Figure 1. Metal 1 (run 1).
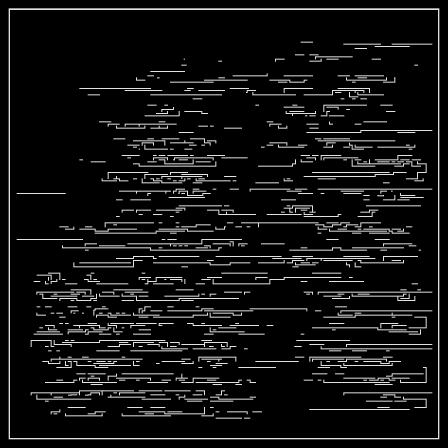
Figure 2. M2 wires (run 1).
Scale bar: 20 um.
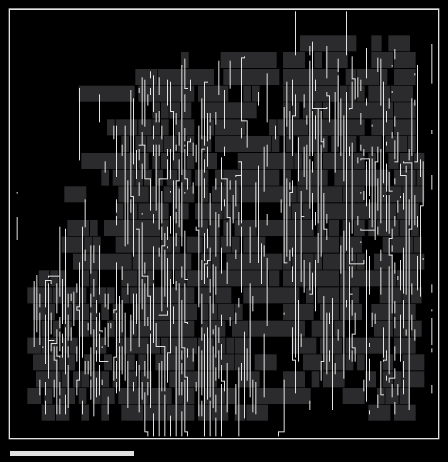
Figure 3. The metal 3 layer (run 1).
Scale bar: 20 um.
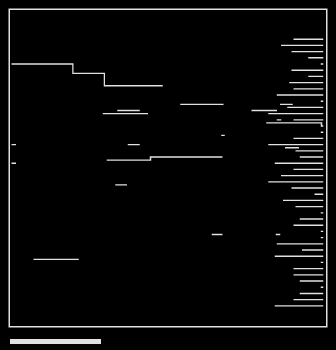
File: src/rtl/ts_packet_arbiter.sv
// Round-robin arbiter: grants one eligible channel at a time and drains exactly one
// TS packet from its reclock FIFO into a tagged byte stream (SOP/EOP/channel/sync check).
//
// state | meaning
// IDLE  | no grant; pick next eligible channel after last_ch
// READ  | issuing FIFO reads for the granted channel until PKT_LEN bytes or disable
module ts_packet_arbiter #(
    parameter int          N_CH      = 4,
    parameter int          CH_W      = 2,
    parameter int          PKT_LEN   = 188,
    parameter logic [7:0]  SYNC_BYTE = 8'h47
) (
    input  logic              SYS_CLK,
    input  logic              RST,
    input  logic [N_CH-1:0]   PKT_READY,
    input  logic [N_CH-1:0]   CH_ENABLE,
    input  logic [8*N_CH-1:0] DATA_IN,
    input  logic              OUT_READY,
    output logic [N_CH-1:0]   RD_REQ,
    output logic [7:0]        OUT_DATA,
    output logic              OUT_VALID,
    output logic              OUT_SOP,
    output logic              OUT_EOP,
    output logic [CH_W-1:0]   OUT_CH,
    output logic              SYNC_ERR,
    output logic              ABORT,
    output logic              BUSY
);

    localparam int CNT_W = $clog2(PKT_LEN);

    typedef enum logic {ST_IDLE, ST_READ} state_t;

    state_t            state_q;
    logic [CH_W-1:0]   grant_q;
    logic [CH_W-1:0]   last_ch_q;
    logic [CNT_W-1:0]  byte_cnt_q;
    logic              abort_q;

    logic              s1_valid_q;
    logic              s1_sop_q;
    logic              s1_eop_q;
    logic [CH_W-1:0]   s1_ch_q;

    logic [7:0]        out_data_q;
    logic              out_valid_q;
    logic              out_sop_q;
    logic              out_eop_q;
    logic [CH_W-1:0]   out_ch_q;
    logic              sync_err_q;

    logic [N_CH-1:0]   elig;
    logic              any_elig;
    logic [CH_W-1:0]   pick_ch;
    logic [CH_W-1:0]   cand;
    logic              rd_en;
    logic              last_byte;
    logic [7:0]        byte_sel_d;

    assign elig      = PKT_READY & CH_ENABLE;
    assign rd_en     = (state_q == ST_READ) & OUT_READY & CH_ENABLE[grant_q];
    assign last_byte = (byte_cnt_q == CNT_W'(PKT_LEN - 1));

    // Search upward from the channel after last_ch, wrapping, first hit wins.
    always_comb begin
        any_elig = 1'b0;
        pick_ch  = '0;
        cand     = '0;
        for (int i = 1; i <= N_CH; i++) begin
            cand = CH_W'((int'(last_ch_q) + i) % N_CH);
            if (!any_elig && elig[cand]) begin
                any_elig = 1'b1;
                pick_ch  = cand;
            end
        end
    end

    always_comb begin
        RD_REQ = '0;
        if (rd_en) begin
            RD_REQ[grant_q] = 1'b1;
        end
    end

    always_ff @(posedge SYS_CLK or negedge RST) begin
        if (!RST) begin
            state_q    <= ST_IDLE;
            grant_q    <= '0;
            last_ch_q  <= CH_W'(N_CH - 1);
            byte_cnt_q <= '0;
            abort_q    <= 1'b0;
        end else begin
            abort_q <= 1'b0;
            case (state_q)
                ST_IDLE: begin
                    if (any_elig) begin
                        grant_q    <= pick_ch;
                        last_ch_q  <= pick_ch;
                        byte_cnt_q <= '0;
                        state_q    <= ST_READ;
                    end
                end
                ST_READ: begin
                    if (!CH_ENABLE[grant_q]) begin
                        state_q <= ST_IDLE;
                        abort_q <= 1'b1;
                    end else if (rd_en) begin
                        byte_cnt_q <= byte_cnt_q + 1'b1;
                        if (last_byte) begin
                            state_q <= ST_IDLE;
                        end
                    end
                end
                default: state_q <= ST_IDLE;
            endcase
        end
    end

    // FIFO data lags its read strobe by one cycle, so select it with the stage-1 channel tag.
    assign byte_sel_d = DATA_IN[{s1_ch_q, 3'b000} +: 8];

    always_ff @(posedge SYS_CLK or negedge RST) begin
        if (!RST) begin
            s1_valid_q  <= 1'b0;
            s1_sop_q    <= 1'b0;
            s1_eop_q    <= 1'b0;
            s1_ch_q     <= '0;
            out_data_q  <= '0;
            out_valid_q <= 1'b0;
            out_sop_q   <= 1'b0;
            out_eop_q   <= 1'b0;
            out_ch_q    <= '0;
            sync_err_q  <= 1'b0;
        end else begin
            s1_valid_q  <= rd_en;
            s1_sop_q    <= (byte_cnt_q == '0);
            s1_eop_q    <= last_byte;
            s1_ch_q     <= grant_q;
            out_valid_q <= s1_valid_q;
            out_sop_q   <= s1_valid_q & s1_sop_q;
            out_eop_q   <= s1_valid_q & s1_eop_q;
            sync_err_q  <= s1_valid_q & s1_sop_q & (byte_sel_d != SYNC_BYTE);
            if (s1_valid_q) begin
                out_data_q <= byte_sel_d;
                out_ch_q   <= s1_ch_q;
            end
        end
    end

    assign OUT_DATA  = out_data_q;
    assign OUT_VALID = out_valid_q;
    assign OUT_SOP   = out_sop_q;
    assign OUT_EOP   = out_eop_q;
    assign OUT_CH    = out_ch_q;
    assign SYNC_ERR  = sync_err_q;
    assign ABORT     = abort_q;
    assign BUSY      = (state_q == ST_READ);

endmodule
File: config.mk
export PLATFORM = sky130hd
export DESIGN_NAME = ts_packet_arbiter
export DESIGN_NICKNAME = d
export VERILOG_FILES = /design/src/rtl/ts_packet_arbiter.sv
export SDC_FILE = /design/constraint.sdc
export NUM_CORES = 1
export LEC_CHECK = 0
export ABC_AREA = 1
export CAP_MARGIN = 20
export CORE_MARGIN = 2
export CORE_UTILIZATION = 47
export DETAILED_ROUTE_END_ITERATION = 16
export GPL_ROUTABILITY_DRIVEN = 0
export HOLD_SLACK_MARGIN = 0.08
export PLACE_DENSITY = 0.89
export RECOVER_POWER = 50
export SKIP_CTS_REPAIR_TIMING = 1
export SYNTH_ARGS = -nofsm -noshare
export SYNTH_HDL_FRONTEND = slang
export SYNTH_SLANG_ARGS = --single-unit
File: constraint.sdc
create_clock -name SYS_CLK -period 2.45 [get_ports SYS_CLK]
set_clock_uncertainty 0.2 [all_clocks]
set_input_delay 0.49 -clock SYS_CLK [delete_from_list [all_inputs] [get_ports SYS_CLK]]
set_output_delay 0.49 -clock SYS_CLK [all_outputs]
set_load 0.02 [all_outputs]
==> Changelog: implementation, run 1 <==
## Implementation

- Status: completed
- P_comb: around 0.0019 W
- Share of cells above drive strength 1: 15.34%
- Fin Setup TNS: 0 ns
- Grt met2 use: between 30% and 40%
- Logic share of the area: a little under two fifths
- Pins Over Slew Limit: 0
- Worst hold stages: 2
- TritonCTS Buffers: 5
- Vias: 2125
- Leak Pwr: approximately 1.4 nW
- Combinational share of power: roughly three fifths
- Clk_buf instances: 5
- Final non-filler cell total: about 400
- Rows: 23
- Worst EP arrival: ~1.7 ns
- Post-synthesis sequential area ratio: roughly two fifths
- Final setup violation count: 0
- Overflow after GRT: 0
- Peak Freq: between 400 and 500 MHz
Notes on Figure 1 above:
longest straight run: 18.4 um
nets with wire on the layer: 343
main direction: horizontal

Notes on Figure 2 above:
nets with wire on the layer: 327
main direction: vertical
share of all routed wire: 50%
wire length on this layer: 2550 um
longest straight run: 29.2 um

Notes on Figure 3 above:
nets with wire on the layer: 56
wire length on this layer: 377 um
main direction: horizontal
share of all routed wire: 7.4%
longest straight run: 15.6 um

Figure 4. Track usage over the die (run 1).
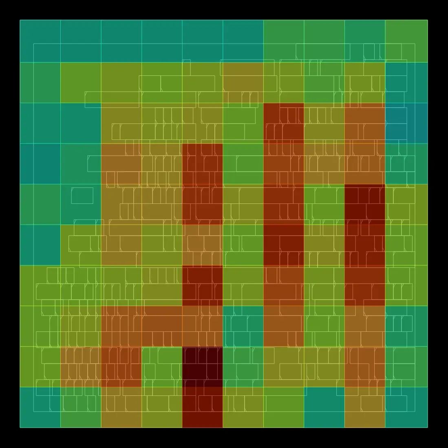

==> run 1 -> run 2 <==
CORE_MARGIN = 4   (was 2)
CORE_UTILIZATION = 30   (was 47)
PLACE_DENSITY = 0.64   (was 0.89)
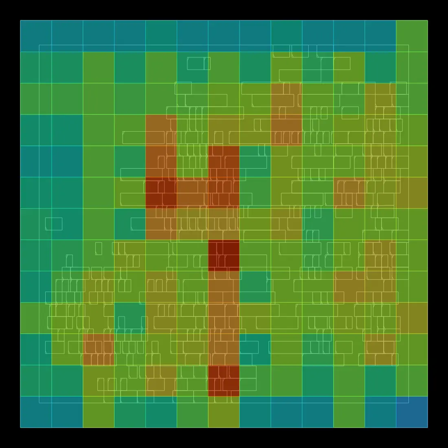
Figure 5: run 2, track usage over the die.
met1 Usage GRT: 17.64%
Total GRT Usage: 13.11%

==> run 2 against run 1 <==
Critical path depth stayed put; first-iteration DRC count decreased by 56%; design area up 6.6%; wire length increased by 4.6%; sequential power barely moved; non-clock buffer count grew 10; clock-buffer cell count is 2 higher; fmax shrank 0.28%; die size up 68%; critical endpoint unchanged; total power rose by 8.1%; clock power is 32% higher.
==> Changelog: implementation, run 2 <==
## Implementation

- Status: completed (unchanged)
- Peak Freq: 425.2 MHz (was 426.4 MHz)
- Final setup violation count: 0 (unchanged)
- I/O pin count: 63 (unchanged)
- Fin crit period: 2.352 ns (was 2.345 ns)
- VDD IR max: 533.7 uV (was 805.6 uV)
- Combinational share of power: 58.5% (was 59.1%)
- Share of cells above drive strength 1: 19.06% (was 15.34%)
- R2R setup slack: 0.39 ns (was 0.34 ns)
- Leak Pwr: 1.475 nW (was 1.401 nW)
- Share of flip-flops with an asynchronous set or reset: 100.0% (unchanged)
- Reg2Reg Depth: 10 (was 11)
- P_comb: 0.00203 W (was 0.00189 W)
- Vias: 2064 (was 2125)
- Clock share of power: 14.9% (was 12.2%)
- CP max FO: 6 (unchanged)
- Antenna Diode Count: 0 (unchanged)
- Core Util at FP: 31.21% (was 49.40%)
- Drt via density: 4.702 (was 5.286)
- Fin Setup TNS: 0 ns (unchanged)
- Cell Type Count: 28 (unchanged)
- Grt met2 use: 20.74% (was 38.46%)
- Clk_buf instances: 7 (was 5)
- Worst EP arrival: 1.66 ns (about the same)
- Overflow after GRT: 0 (unchanged)
- Pins Over Slew Limit: 0 (unchanged)
- Seq area share: 27.41% (was 29.18%)
- Post-synthesis sequential area ratio: 41.32% (unchanged)
- Final non-filler cell total: 439 (was 402)
- Logic share of the area: 36.30% (was 37.42%)
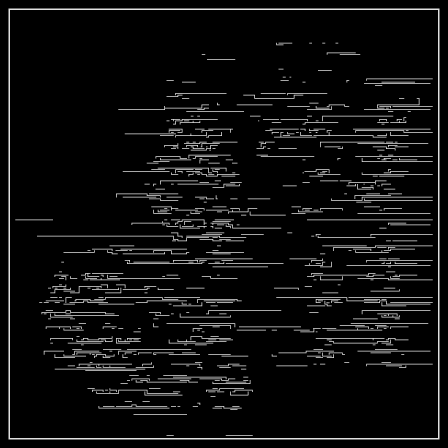
Figure 6: run 2, metal 1.
share of all routed wire: 49%
nets with wire on the layer: 371
longest straight run: 28.5 um
main direction: horizontal

Power is estimated from default activity; no workload was simulated.
